### Wiring by layer

Only two layers are drawn.
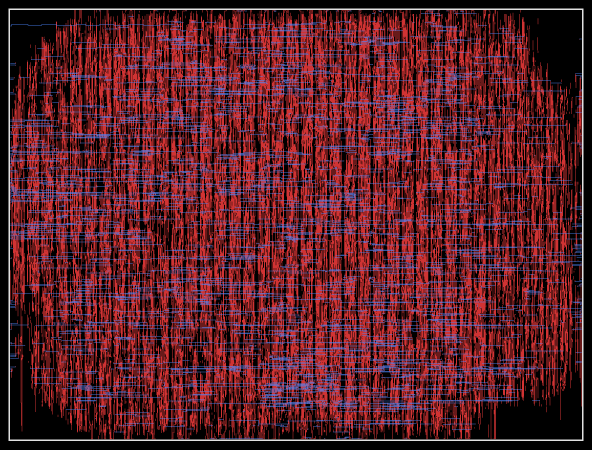
### Register map, names as in the netlist

Bar = 200 um. Other sequential cells in the stronger grey, the rest of the logic in the fainter grey.
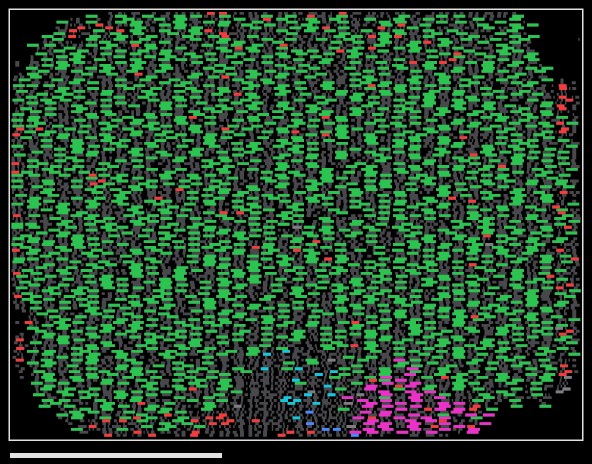
### Cell area per tile

Bar = 200 um. 27 x 20 tiles, from dark purple (low) to yellow (high), 0 to 100% covered.
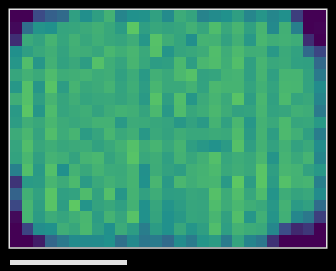
### Signal metal coverage by tile

27 x 20 tiles, from dark purple (low) to yellow (high), scaled to the fullest tile. Values are wire area over tile area, all layers added.
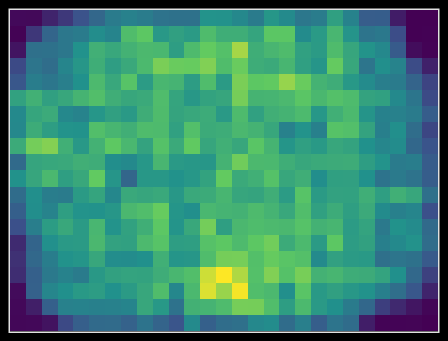
### Clock routing

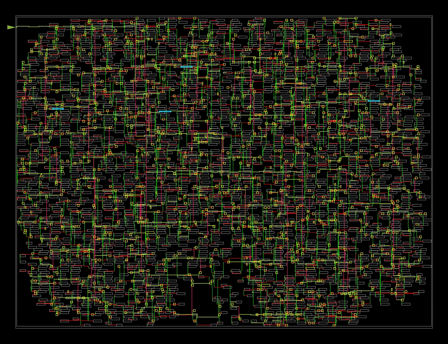
==> src/rtl/dram_cache_rob.sv <==
// Reorder buffer between tag compare and the AXI R channel: TIDs are allocated in
// request order, completions arrive in any order, R beats leave in allocation order.

module dram_cache_rob_entry #(
  parameter int DATA_WIDTH = 128,
  parameter int ID_WIDTH   = 4
) (
  input  logic                  clk,
  input  logic                  rst,
  input  logic                  alloc_en,
  input  logic [ID_WIDTH-1:0]   alloc_id,
  input  logic                  hit_en,
  input  logic [DATA_WIDTH-1:0] hit_data,
  input  logic                  miss_en,
  input  logic [DATA_WIDTH-1:0] miss_data,
  input  logic                  drain_en,
  output logic [ID_WIDTH-1:0]   id,
  output logic [DATA_WIDTH-1:0] data,
  output logic                  done,
  output logic                  done_nxt
);
  // Alloc/write and write/drain are mutually exclusive by construction in the parent.
  always_comb begin
    done_nxt = done;
    if (alloc_en | drain_en) done_nxt = 1'b0;
    if (hit_en | miss_en)    done_nxt = 1'b1;
  end

  always_ff @(posedge clk) begin
    if (rst) done <= 1'b0;
    else     done <= done_nxt;
  end

  always_ff @(posedge clk) begin
    if (!rst) begin
      if (alloc_en) id <= alloc_id;
      if (hit_en)       data <= hit_data;
      else if (miss_en) data <= miss_data;
    end
  end
endmodule

module dram_cache_rob #(
  parameter int DATA_WIDTH   = 128,
  parameter int ID_WIDTH     = 4,
  parameter int TID_WIDTH    = 4,
  parameter int AFULL_MARGIN = 2
) (
  input  logic                          clk,
  input  logic                          rst,
  input  logic                          alloc_req_i,
  input  logic [ID_WIDTH-1:0]           alloc_id_i,
  output logic                          alloc_gnt_o,
  output logic [TID_WIDTH-1:0]          alloc_tid_o,
  input  logic                          hit_wren_i,
  input  logic [TID_WIDTH+DATA_WIDTH-1:0] hit_data_i,
  input  logic                          miss_wren_i,
  input  logic [TID_WIDTH+DATA_WIDTH-1:0] miss_data_i,
  output logic                          rob_afull_o,
  output logic [ID_WIDTH-1:0]           rid_o,
  output logic [DATA_WIDTH-1:0]         rdata_o,
  output logic [1:0]                    rresp_o,
  output logic                          rlast_o,
  output logic                          rvalid_o,
  input  logic                          rready_i,
  output logic                          err_o,
  output logic [TID_WIDTH:0]            count_o
);
  localparam int DEPTH = 1 << TID_WIDTH;
  localparam int PW    = TID_WIDTH + 1;

  logic [PW-1:0]        head, tail, count, done_cnt;
  logic [TID_WIDTH-1:0] head_idx, tail_idx, hit_tid, miss_tid, hit_off, miss_off;
  logic                 full, hit_legal, miss_legal, miss_clash, wr_err, load;

  logic [DEPTH-1:0]                 ent_done, ent_done_nxt;
  logic [DEPTH-1:0][ID_WIDTH-1:0]   ent_id;
  logic [DEPTH-1:0][DATA_WIDTH-1:0] ent_data;

  assign count    = tail - head;
  assign full     = (count == PW'(DEPTH));
  assign head_idx = head[TID_WIDTH-1:0];
  assign tail_idx = tail[TID_WIDTH-1:0];

  assign alloc_gnt_o = alloc_req_i & ~full & ~rst;
  assign alloc_tid_o = tail_idx;

  assign hit_tid  = hit_data_i[TID_WIDTH+DATA_WIDTH-1 -: TID_WIDTH];
  assign miss_tid = miss_data_i[TID_WIDTH+DATA_WIDTH-1 -: TID_WIDTH];
  assign hit_off  = hit_tid - head_idx;
  assign miss_off = miss_tid - head_idx;

  // An entry is live when its distance from head is below the occupancy.
  assign hit_legal  = hit_wren_i & ({1'b0, hit_off} < count) & ~ent_done[hit_tid];
  assign miss_clash = hit_wren_i & (hit_tid == miss_tid);
  assign miss_legal = miss_wren_i & ({1'b0, miss_off} < count) & ~ent_done[miss_tid] & ~miss_clash;
  assign wr_err     = (hit_wren_i & ~hit_legal) | (miss_wren_i & ~miss_legal);

  assign load = ent_done[head_idx] & (~rvalid_o | rready_i);

  genvar i;
  generate
    for (i = 0; i < DEPTH; i++) begin : g_ent
      dram_cache_rob_entry #(.DATA_WIDTH(DATA_WIDTH), .ID_WIDTH(ID_WIDTH)) u_ent (
        .clk      (clk),
        .rst      (rst),
        .alloc_en (alloc_gnt_o & (tail_idx == TID_WIDTH'(i))),
        .alloc_id (alloc_id_i),
        .hit_en   (hit_legal & (hit_tid == TID_WIDTH'(i))),
        .hit_data (hit_data_i[DATA_WIDTH-1:0]),
        .miss_en  (miss_legal & (miss_tid == TID_WIDTH'(i))),
        .miss_data(miss_data_i[DATA_WIDTH-1:0]),
        .drain_en (load & (head_idx == TID_WIDTH'(i))),
        .id       (ent_id[i]),
        .data     (ent_data[i]),
        .done     (ent_done[i]),
        .done_nxt (ent_done_nxt[i])
      );
    end
  endgenerate

  always_comb begin
    done_cnt = '0;
    for (int k = 0; k < DEPTH; k++) done_cnt += PW'(ent_done_nxt[k]);
  end

  always_ff @(posedge clk) begin
    if (rst) begin
      head        <= '0;
      tail        <= '0;
      rvalid_o    <= 1'b0;
      rid_o       <= '0;
      rdata_o     <= '0;
      rob_afull_o <= 1'b0;
      err_o       <= 1'b0;
    end else begin
      if (alloc_gnt_o) tail <= tail + 1'b1;
      if (load) begin
        head     <= head + 1'b1;
        rvalid_o <= 1'b1;
        rid_o    <= ent_id[head_idx];
        rdata_o  <= ent_data[head_idx];
      end else if (rready_i) begin
        rvalid_o <= 1'b0;
      end
      rob_afull_o <= (done_cnt >= PW'(DEPTH - AFULL_MARGIN));
      if (wr_err) err_o <= 1'b1;
    end
  end

  assign rresp_o = 2'b00;
  assign rlast_o = rvalid_o;
  assign count_o = count;
endmodule

==> config.mk <==
export PLATFORM = sky130hd
export DESIGN_NAME = dram_cache_rob
export DESIGN_NICKNAME = d
export VERILOG_FILES = /design/src/rtl/dram_cache_rob.sv
export SDC_FILE = /design/constraint.sdc
export NUM_CORES = 2
export LEC_CHECK = 0
export CELL_PAD_IN_SITES_DETAIL_PLACEMENT = 2
export CELL_PAD_IN_SITES_GLOBAL_PLACEMENT = 2
export CORE_ASPECT_RATIO = 0.75
export CORE_UTILIZATION = 52
export CTS_BUF_LIST = sky130_fd_sc_hd__clkbuf_4
export DETAILED_ROUTE_END_ITERATION = 10
export PLACE_DENSITY_LB_ADDON = 0.25
export SYNTH_ARGS = -nofsm -noshare
export SYNTH_HDL_FRONTEND = slang
export SYNTH_SLANG_ARGS = --single-unit
export TNS_END_PERCENT = 5
==> constraint.sdc <==
create_clock -name clk -period 31.8 [get_ports clk]
set_clock_uncertainty 0.2 [all_clocks]
set_input_delay 6.36 -clock clk [delete_from_list [all_inputs] [get_ports clk]]
set_output_delay 6.36 -clock clk [all_outputs]
set_load 0.03 [all_outputs]
==> impl_metrics.ini <==
; yosys + openroad results
[power_and_ir_drop]
total_power_mw = 6.58
power.density_mw_per_mm2 = 52.2
p_leak_nw = 40.8
p_seq_frac = 0.500
p_int_mw = 4.84
powerComb_mw = 0.396
combPwrFrac = 0.060

[finish]
n_all_buffers = 534
comb_area_mm2 = 0.0425
layout.nets = 7178
fill_cells = 17600
drive_gt1_frac = 0.527
area_dominant_class = flip-flops and latches
nonClkBufAreaFrac = 0.0421
nMultiInputCombCells = 3435
layout_top_cell = edfxtp_1
inv_count = 29
syn2layout_area_growth_pct = 12.2
n_antenna_cell = 77

[logic_synthesis]
ys_top_cells_by_count = edfxtp_1 (2,112), mux2_2 (2,048), mux4_2 (674)
yosysUniqueCellTypes = 55
top_cell = edfxtp_1
yosys.area_share.xor_xnor = 0.00148
synth-main-ff-cell = edfxtp_1
mux_share = 0.341
synth_seq_share = 0.594
synthCells = 6437
netlist.area_leader.share = 0.565
enable_flop_cells = 2112
synth_chip_area_mm2 = 0.112
async_flop_share = 0
simple_gate_share = 0.0166
yosys.area_share.adder = 0.00528

[sta]
rsz0062_at_grt = false
period_minus_slack_ns = 15.12
slew_headroom = 0.158
final-setup-viol-count = 0

[routing]
drtIter0Drc = 9843
wl_met2_mm = 221
firstDrtPassIters = 5
met1_length_mm = 162
dr_wl_met3_mm = 39.9
drcViolationCount = 0

[floorplanning]
die_x_um = 539
top_level_ports = 422
num_tap_cells = 2831

[clocking]
clk_pin_slew_worst_paths_ns = 0.06
clock_latency_ns = 1.42
cts_tree = yes
cts_buffer_depth = 4
cts_resized = 0

[grt]
met1_usage = 0.488
grt.busiest_layer = met2
grtUsageMet3 = 0.0667
antenna_found_initial = 84
first_global_vias = 77200
grt_max_degree = 125
grt_overflow = 0

[critical_path]
reg2reg_from = head[2]$_SDFFE_PP0P_
timing_worst_setup_path_type = in -> out
reg2regPathDepth = 19
end_kind = primary output
critPathLaunch = alloc_req_i
startpoint_type = input port
r2r_end = rob_afull_o$_SDFF_PP0_
crit_required_ns = 25.24
crit_path_end = alloc_gnt_o
cp_data_arrival_time_ns = 8.56

[min_path]
holdPathStages = 2
min-delay-start = rdata_o[33]$_SDFFE_PP0P_

[placed_design]
gp_congestion = 0.846
dpl.cell_count = 9102
place.detailed.hpwl_mm = 214
port_buffers = 419

[outcome]
status = completed

[run]
maxCapViolCount = 0
About 'Wiring by layer':
Key: red = met2 [wire length 221 mm]; blue = met3 [wire length 39.9 mm]
vias post-DR: 72,100
GRT Total Usage: 0.388
Avg WL per Cell: 44.0 um

About 'Register map, names as in the netlist':
Key: magenta = g_ent.u_ent.id [sequential cells 64]; blue = tail [sequential cells 5, where bottom middle]; green = g_ent.u_ent.data [sequential cells 2,048, where widely spread]; cyan = g_ent.u_ent.done [sequential cells 16, where bottom middle]; red = rdata_o [sequential cells 128, where widely spread]
Another 12 sequential cells are not coloured.
Seq area share: 0.529
seq pwr: 3.29 mW
Final Util: 0.588
Reg area: 0.0667 mm2

About 'Cell area per tile':
The mean over all tiles is 56%. The fullest tile reaches 75%. 2.8% of the tiles are nearly empty.
core area: 0.214 mm2
Initial Util: 0.524

About 'Signal metal coverage by tile':
64% of the tiles are over half the peak. 2.2% of the tiles are nearly empty. The mean over all tiles is 0.35.
Routed WL: 450 mm

About 'Clock routing':
Flop Count: 2,273
Clock buffer cells: 935
clock group total power: 2.89 mW
Inserted Clock Buffers: 593
Num Clock Sinks: 2,273

## critical path: stages
cell and delay [ns]:
clkdlybuf4s50_1 0.45, nor2b_1 0.42, o21a_1 0.55, clkdlybuf4s50_1 0.78
## state kept, by name (all words and copies together), names as in the netlist, 4 cells and up
| name | flops |
|---|---|
| g_ent.u_ent.data | 2048 |
| g_ent.u_ent.done | 16 |
| g_ent.u_ent.id | 64 |
| head | 5 |
| rdata_o | 128 |
| rid_o | 4 |
| tail | 5 |
## per-stage QoR
step,utilization,setup slack (ns)
floorplan,-,15.70
global placement,0.551,16.89
detailed placement,0.551,16.79
CTS,0.587,16.73
global route,0.588,16.62
finish,0.588,16.68
Power is estimated from default activity; no workload was simulated.
